Fig. 1: run 1, gate families picked out
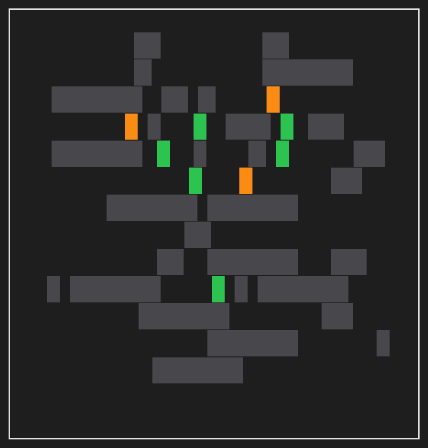
Fig. 2: run 1, signal wires by layer
The bar under the picture is 10 um long. Only two layers are drawn.
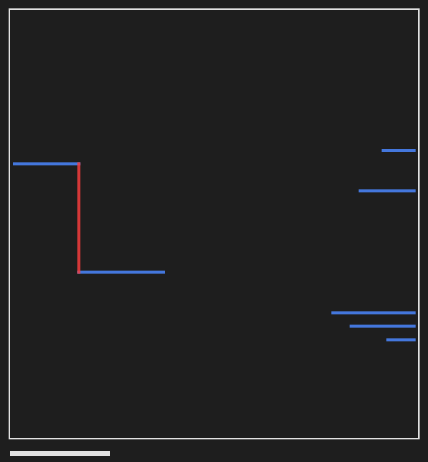
Fig. 3: run 1, cell classes on the final placement
The bar under the picture is 10 um long.
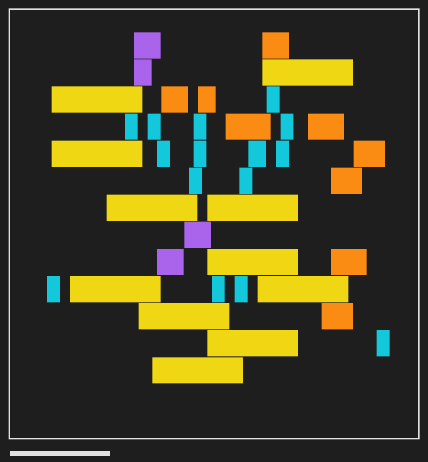
**src/rtl/fmlarb_pkg.sv**
```systemverilog
// fmlarb_pkg: shared latency defaults, limits and schedule entry type
// for the FML arbiter data-phase ack path.
package fmlarb_pkg;
   localparam int FML_RD_LAT_CL2 = 5;
   localparam int FML_RD_LAT_CL3 = 6;
   localparam int FML_WR_LAT     = 2;
   localparam int MAX_OUT_LIMIT  = 8;
   localparam int POS_W          = 5;
   typedef struct packed {
      logic valid;
      logic we;
   } sched_ent_t;
endpackage

```
**src/rtl/fmlarb_dack_sched.sv**
```systemverilog
// fmlarb_dack_sched: delay-line schedule; entry j holds an ack due j cycles from now.
module fmlarb_dack_sched
   import fmlarb_pkg::*;
#(
   parameter int DEPTH = FML_RD_LAT_CL2
) (
   input  logic             clk_i,
   input  logic             rst_ni,
   input  logic             ins_i,
   input  logic [POS_W-1:0] ins_pos_i,
   input  logic             ins_we_i,
   input  logic [POS_W-1:0] peek_pos_i,
   output logic             peek_valid_o,
   output sched_ent_t       head_o
);
   sched_ent_t [DEPTH:1] sch_q, sch_d;
   sched_ent_t           new_ent;
   always_comb begin
      new_ent      = '{valid: 1'b1, we: ins_we_i};
      sch_d        = sch_q >> $bits(sched_ent_t);
      peek_valid_o = 1'b0;
      for (int j = 1; j < DEPTH; j++)
         if (ins_i && ins_pos_i == POS_W'(j + 1)) sch_d[j] = new_ent;
      for (int j = 1; j <= DEPTH; j++)
         if (peek_pos_i == POS_W'(j) && sch_q[j].valid) peek_valid_o = 1'b1;
      // a latency-1 insert bypasses the line straight to the ack register
      head_o = (ins_i && ins_pos_i == POS_W'(1)) ? new_ent : sch_q[1];
   end
   always_ff @(posedge clk_i or negedge rst_ni)
      if (!rst_ni) sch_q <= '0;
      else         sch_q <= sch_d;
endmodule

```
**src/rtl/fmlarb_dack_pipe.sv**
```systemverilog
// fmlarb_dack_pipe: turns controller eack into a data-phase ack and masks the strobe
// on outstanding overrun or ack collision; FMLARB_DACK_ERR_CHECK_EN enables sticky err.
module fmlarb_dack_pipe
   import fmlarb_pkg::*;
#(
   parameter int  RD_LAT  = FML_RD_LAT_CL2,
   parameter int  WR_LAT  = FML_WR_LAT,
   parameter int  MAX_OUT = 1,
   localparam int CNT_W   = $clog2(MAX_OUT + 1)
) (
   input  logic             sys_clk,
   input  logic             sys_rst_n,
   input  logic             stb,
   input  logic             we,
   input  logic             eack,
   output logic             stbm,
   output logic             ack,
   output logic             ack_we,
   output logic [CNT_W-1:0] outstanding,
   output logic             err
);
   localparam int DEPTH = (RD_LAT > WR_LAT) ? RD_LAT : WR_LAT;
   logic [POS_W-1:0] lat;
   logic             conflict, full, inc, dec, ack_q, ack_we_q;
   logic [CNT_W-1:0] cnt_q, cnt_d;
   sched_ent_t       head;
   assign lat = we ? POS_W'(WR_LAT) : POS_W'(RD_LAT);
   fmlarb_dack_sched #(.DEPTH(DEPTH)) u_sched (
      .clk_i        (sys_clk),
      .rst_ni       (sys_rst_n),
      .ins_i        (eack),
      .ins_pos_i    (lat),
      .ins_we_i     (we),
      .peek_pos_i   (lat),
      .peek_valid_o (conflict),
      .head_o       (head)
   );
   always_comb begin
      full  = cnt_q == CNT_W'(MAX_OUT);
      stbm  = stb & ~full & ~conflict;
      inc   = eack & ~ack_q;
      dec   = ack_q & ~eack;
      cnt_d = (inc && !full) ? cnt_q + CNT_W'(1) :
              (dec && cnt_q != '0) ? cnt_q - CNT_W'(1) : cnt_q;
   end
   always_ff @(posedge sys_clk or negedge sys_rst_n)
      if (!sys_rst_n) begin
         ack_q    <= 1'b0;
         ack_we_q <= 1'b0;
         cnt_q    <= '0;
      end else begin
         ack_q    <= head.valid;
         ack_we_q <= head.we;
         cnt_q    <= cnt_d;
      end
   assign ack         = ack_q;
   assign ack_we      = ack_we_q;
   assign outstanding = cnt_q;
`ifdef FMLARB_DACK_ERR_CHECK_EN
   logic err_q;
   always_ff @(posedge sys_clk or negedge sys_rst_n)
      if (!sys_rst_n) err_q <= 1'b0;
      else            err_q <= err_q | (eack & ~stbm) | (eack & conflict) |
                               (inc & full) | (dec & (cnt_q == '0));
   assign err = err_q;
`else
   assign err = 1'b0;
`endif
endmodule

```
**config.mk**
```make
export PLATFORM = sky130hd
export DESIGN_NAME = fmlarb_dack_pipe
export DESIGN_NICKNAME = d
export VERILOG_FILES = /design/src/rtl/fmlarb_pkg.sv /design/src/rtl/fmlarb_dack_sched.sv /design/src/rtl/fmlarb_dack_pipe.sv
export SDC_FILE = /design/constraint.sdc
export NUM_CORES = 1
export LEC_CHECK = 0
export ABC_AREA = 1
export CELL_PAD_IN_SITES_DETAIL_PLACEMENT = 1
export CELL_PAD_IN_SITES_GLOBAL_PLACEMENT = 1
export CORE_AREA = 2 2 39 41
export DETAILED_ROUTE_END_ITERATION = 6
export DIE_AREA = 0 0 41 43
export MAX_ROUTING_LAYER = met4
export PLACE_DENSITY_LB_ADDON = 0.1
export SETUP_SLACK_MARGIN = 0.4
export SYNTH_ARGS = -nofsm -noshare
export SYNTH_HDL_FRONTEND = slang
export SYNTH_SLANG_ARGS = --single-unit
```
**constraint.sdc**
```tcl
create_clock -name sys_clk -period 2.2 [get_ports sys_clk]
set_clock_uncertainty 0.15 [all_clocks]
set_input_delay 0.55 -clock sys_clk [delete_from_list [all_inputs] [get_ports sys_clk]]
set_output_delay 0.55 -clock sys_clk [all_outputs]
set_load 0.02 [all_outputs]
```
==> flow_summary.json, run 1 <==
{
  "status": "complete, no violations",
  "largest_register": "u_sched.sch_q",
  "clock_buffers": 3,
  "inv_count": 3,
  "nFillCells": 158,
  "post-route-period-util_pct": 77.4,
  "place_inst": 51,
  "top_area_share_pct": 81.8,
  "critPathKind": "register to output port",
  "avgSynthCellArea_um2": 12.9,
  "arrival_ns": 1.00,
  "logic_family": "simple AND/OR/NAND/NOR gates",
  "antenna_found_initial": 0,
  "clkCellAreaFrac_pct": 5.99,
  "numCtsBuffers": 3,
  "critPathTopFamily": "flip-flops",
  "clkSinkCount": 11,
  "grt_pass1_vias": 233,
  "p_switching_uw": 94.8,
  "cp-startpoint": "u_sched.sch_q[3]$_DFF_PN0_",
  "p_seq_uw": 221,
  "hold_end": "ack_we$_DFF_PN0_",
  "clk_path_buf_depth": 2,
  "r2r-start": "outstanding$_DFFE_PN0P_",
  "xor_share_pct": 0,
  "rsz0062_at_grt": "false",
  "timing.hold.ws_ns": 0.206,
  "die_x_um": 41,
  "grtUsageMet1_pct": 8.90,
  "met3_usage_pct": 4.71,
  "syn_inst": 26,
  "combPwrFrac_pct": 10.0,
  "power-per-cell-area_nw_per_um2": 857,
  "required_ns": 1.50,
  "busiest_layer": "met2",
  "cts-root-buf": "clkbuf_4",
  "buf_share_pct": 17.2,
  "cts_tree": "done",
  "synth-compound-area-share_pct": 1.49,
  "antenna_left": 0,
  "wl_met2_um": 290,
  "drv_cap": 0,
  "met1_length_um": 232,
  "io_buffers": 8,
  "crit_path_max_incr_delay_ns": 0.38,
  "reg2regPathDepth": 2,
  "post-place-ws_ns": -0.279,
  "p_total_uw": 393,
  "most_common_cell": "dfrtp_1",
  "wl_met3_um": 40,
  "seq_share_pct": 59.9,
  "critical_path.slowest_cell": "dfrtp_1",
  "finalHoldViolCount": 0,
  "drc": 0,
  "path_depth": 4,
  "critPathCaptureType": "output port",
  "logic_gates": 12,
  "initCoreUtil_pct": 24.3,
  "gp_congestion": 0.628,
  "rrSetupSlack_ns": 1.39,
  "final_cell_mix": "11 x dfrtp_1, 6 x nand2_1",
  "drive_gt1_share_pct": 17.9,
  "dieArea_um2": 1760,
  "pg_clk_uw": 133,
  "placed_cell_area_um2": 440,
  "tap_cells": 16,
  "io-pin-count": 10,
  "synth_seq_share_pct": 81.8,
  "max-vdd-ir-drop_mv": 0.274,
  "drv_slew": 0,
  "dr.pass1.iters": 2,
  "path_buffers": 1,
  "yosysTopAreaCell": "dfrtp_1",
  "intPower_uw": 299,
  "synth_area_um2": 337,
  "register_area_um2": 275,
  "synth-adder-area-share_pct": 0,
  "clock.fmax_ghz": 0.587,
  "hold_path_class": "register to register",
  "wl_per_cell_um": 10.4,
  "edf_count": 0,
  "power.share.clock_pct": 33.8,
  "grt_max_degree": 12,
  "grt_pass1_wl_um": 924,
  "track_usage_pct": 9.13,
  "area_leaders": "dfrtp_1 82%, nand2_1 6.7%, inv_1 3.3%, nor2_1 3.3%, buf_4 2.2%",
  "combGateArea_um2": 46.3,
  "muxShareOfSynthArea_pct": 0,
  "layout.area.top_class": "flip-flops and latches",
  "htree_num_levels": 1,
  "viasPerCell": 3.71,
  "postRouteWirelength_um": 574,
  "fin_nets": 45,
  "setup_ws_ns": 0.498,
  "simple_gate_share_pct": 10.0,
  "crit_chain": "nand2_1, nand2_1, nor2_1, buf_4",
  "p_sw_share_pct": 24.1,
  "ff_count": 11,
  "sequentialPowerShare_pct": 56.2,
  "cpMostUsedCell": "nand2_1",
  "post-route-util_pct": 33.2,
  "drtIter0Drc": 8,
  "clock_latency_ns": 0.26,
  "die_h_um": 43,
  "reg2reg_to": "outstanding$_DFFE_PN0P_",
  "synth-seq-cells": 11,
  "core.rowCount": 14,
  "yosys_warnings": 0,
  "tns_ns": 0,
  "ff_type": "dfrtp_1",
  "areaGrowthSynthToFinish_pct": 36.4,
  "cts.repair.resized": 9,
  "grt_overflow": 0,
  "warning_count": 27,
  "route.top_layer_used": "met4",
  "cts_setup_buffers": 0,
  "yosysCellCount": 26,
  "path_clk_slew_ns": 0.07,
  "cp-endpoint": "stbm"
}
Notes on Fig. 1 above:
Green is nand cells, cells 6. Orange is nor cells, cells 3.
logic share of the area: 10.1%
non-filler instance count after layout: 55
most frequent logic cell in the layout: dfrtp_1

Notes on Fig. 2 above:
Blue is metal 3, wire length 40.6 um. Red is metal 4, wire length 10.9 um.

Notes on Fig. 3 above:
Yellow is sequential cells, cells 11. Orange is remaining buffers and delay cells, cells 9. Purple is clock drivers and dummy loads, cells 4. Cyan is combinational and other logic, cells 15.
Final Instance Area: 459 um^2
CORE AREA: 1380 um^2

Fig. 4: run 1, wiring heat map
The bar under the picture is 10 um long. 8 x 9 tiles, from black (low) to pale yellow (high), scaled to the fullest tile. Values are wire area over tile area, all layers added.
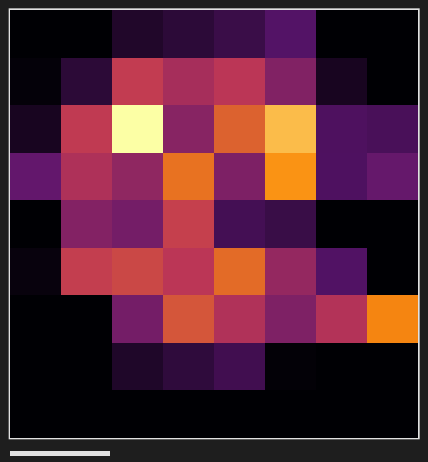

==> inputs of run 2 (changes only) <==
Clock period 2.2 ns to 1.4 ns, I/O delays scaled along.
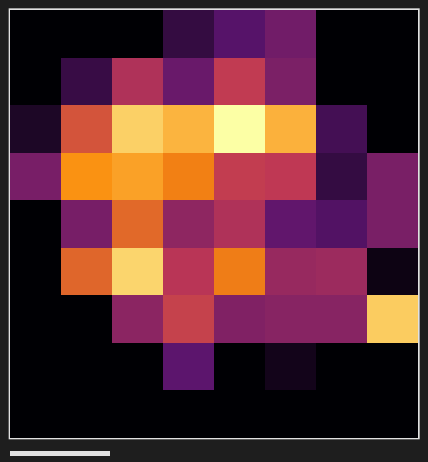
Fig. 5. Wiring heat map (run 2).
The bar under the picture is 10 um long. 8 x 9 tiles, from black (low) to pale yellow (high), scaled to the fullest tile. Values are wire area over tile area, all layers added.
The mean over all tiles is 0.051. The densest ninth of the die: middle. 38% of the tiles are nearly empty. 24% of the tiles are over half the peak. The emptiest ninth of the die: bottom left.

==> flow_summary.json, run 2 <==
{
  "grt_pass1_vias": 253,
  "antenna_left": 0,
  "rsz0062_at_grt": "true",
  "grt_overflow": 0,
  "buf_share_pct": 22.1,
  "ff_count": 11,
  "grt_max_degree": 12,
  "dieArea_um2": 1760,
  "arrival_ns": 0.97,
  "register_area_um2": 277,
  "io_buffers": 8,
  "crit_chain": "nand2_1, nand2_2, nor2_4, buf_6",
  "final_area_um2": 509,
  "status": "finished with violations",
  "yosysTopAreaCell": "dfrtp_1",
  "drive_gt1_share_pct": 39.5,
  "drc": 0,
  "area_leaders": "dfrtp_1 82%, nand2_1 6.7%, inv_1 3.3%, nor2_1 3.3%, buf_4 2.2%",
  "placed_cell_area_um2": 467,
  "clock.fmax_ghz": 0.681,
  "cp-startpoint": "u_sched.sch_q[3]$_DFF_PN0_",
  "critPathKind": "register to output port",
  "muxShareOfSynthArea_pct": 0,
  "synth-adder-area-share_pct": 0,
  "drtIter0Drc": 0,
  "wl_met2_um": 287,
  "grtUsageMet1_pct": 11.6,
  "cts_tree": "done",
  "busiest_layer": "met1",
  "setup_violations": 1,
  "critPathTopFamily": "flip-flops",
  "fin_nets": 49,
  "cts.repair.resized": 25,
  "post-route-period-util_pct": 105,
  "core.rowCount": 14,
  "violations": "negative setup slack",
  "initCoreUtil_pct": 24.3,
  "power.share.clock_pct": 32.3,
  "timing.hold.ws_ns": 0.203,
  "coreArea_um2": 1380,
  "synth_seq_share_pct": 81.8,
  "track_usage_pct": 9.95,
  "layout.cells.most_common": "dfrtp_1",
  "viasPerCell": 3.98,
  "syn_inst": 26,
  "synth_area_um2": 337,
  "clock_latency_ns": 0.26,
  "place_inst": 53,
  "drv_slew": 0,
  "clk_path_buf_depth": 2,
  "p_sw_share_pct": 23.7,
  "sh_comb_area_pct": 12.3,
  "final_cell_mix": "10 x dfrtp_1, 5 x nand2_1, 5 x buf_4",
  "areaGrowthSynthToFinish_pct": 51.3,
  "grt_pass1_wl_mm": 1.03,
  "required_ns": 0.90,
  "seq_share_pct": 54.3,
  "finalHoldViolCount": 0,
  "logic_gates": 12,
  "io-pin-count": 10,
  "die_x_um": 41,
  "layout.area.top_class": "flip-flops and latches",
  "wl_met3_um": 38,
  "cp-endpoint": "stbm",
  "p_switching_uw": 154,
  "top_area_share_pct": 81.8,
  "setup_ws_ns": -0.0678
}
Power and IR drop assume default switching activity.
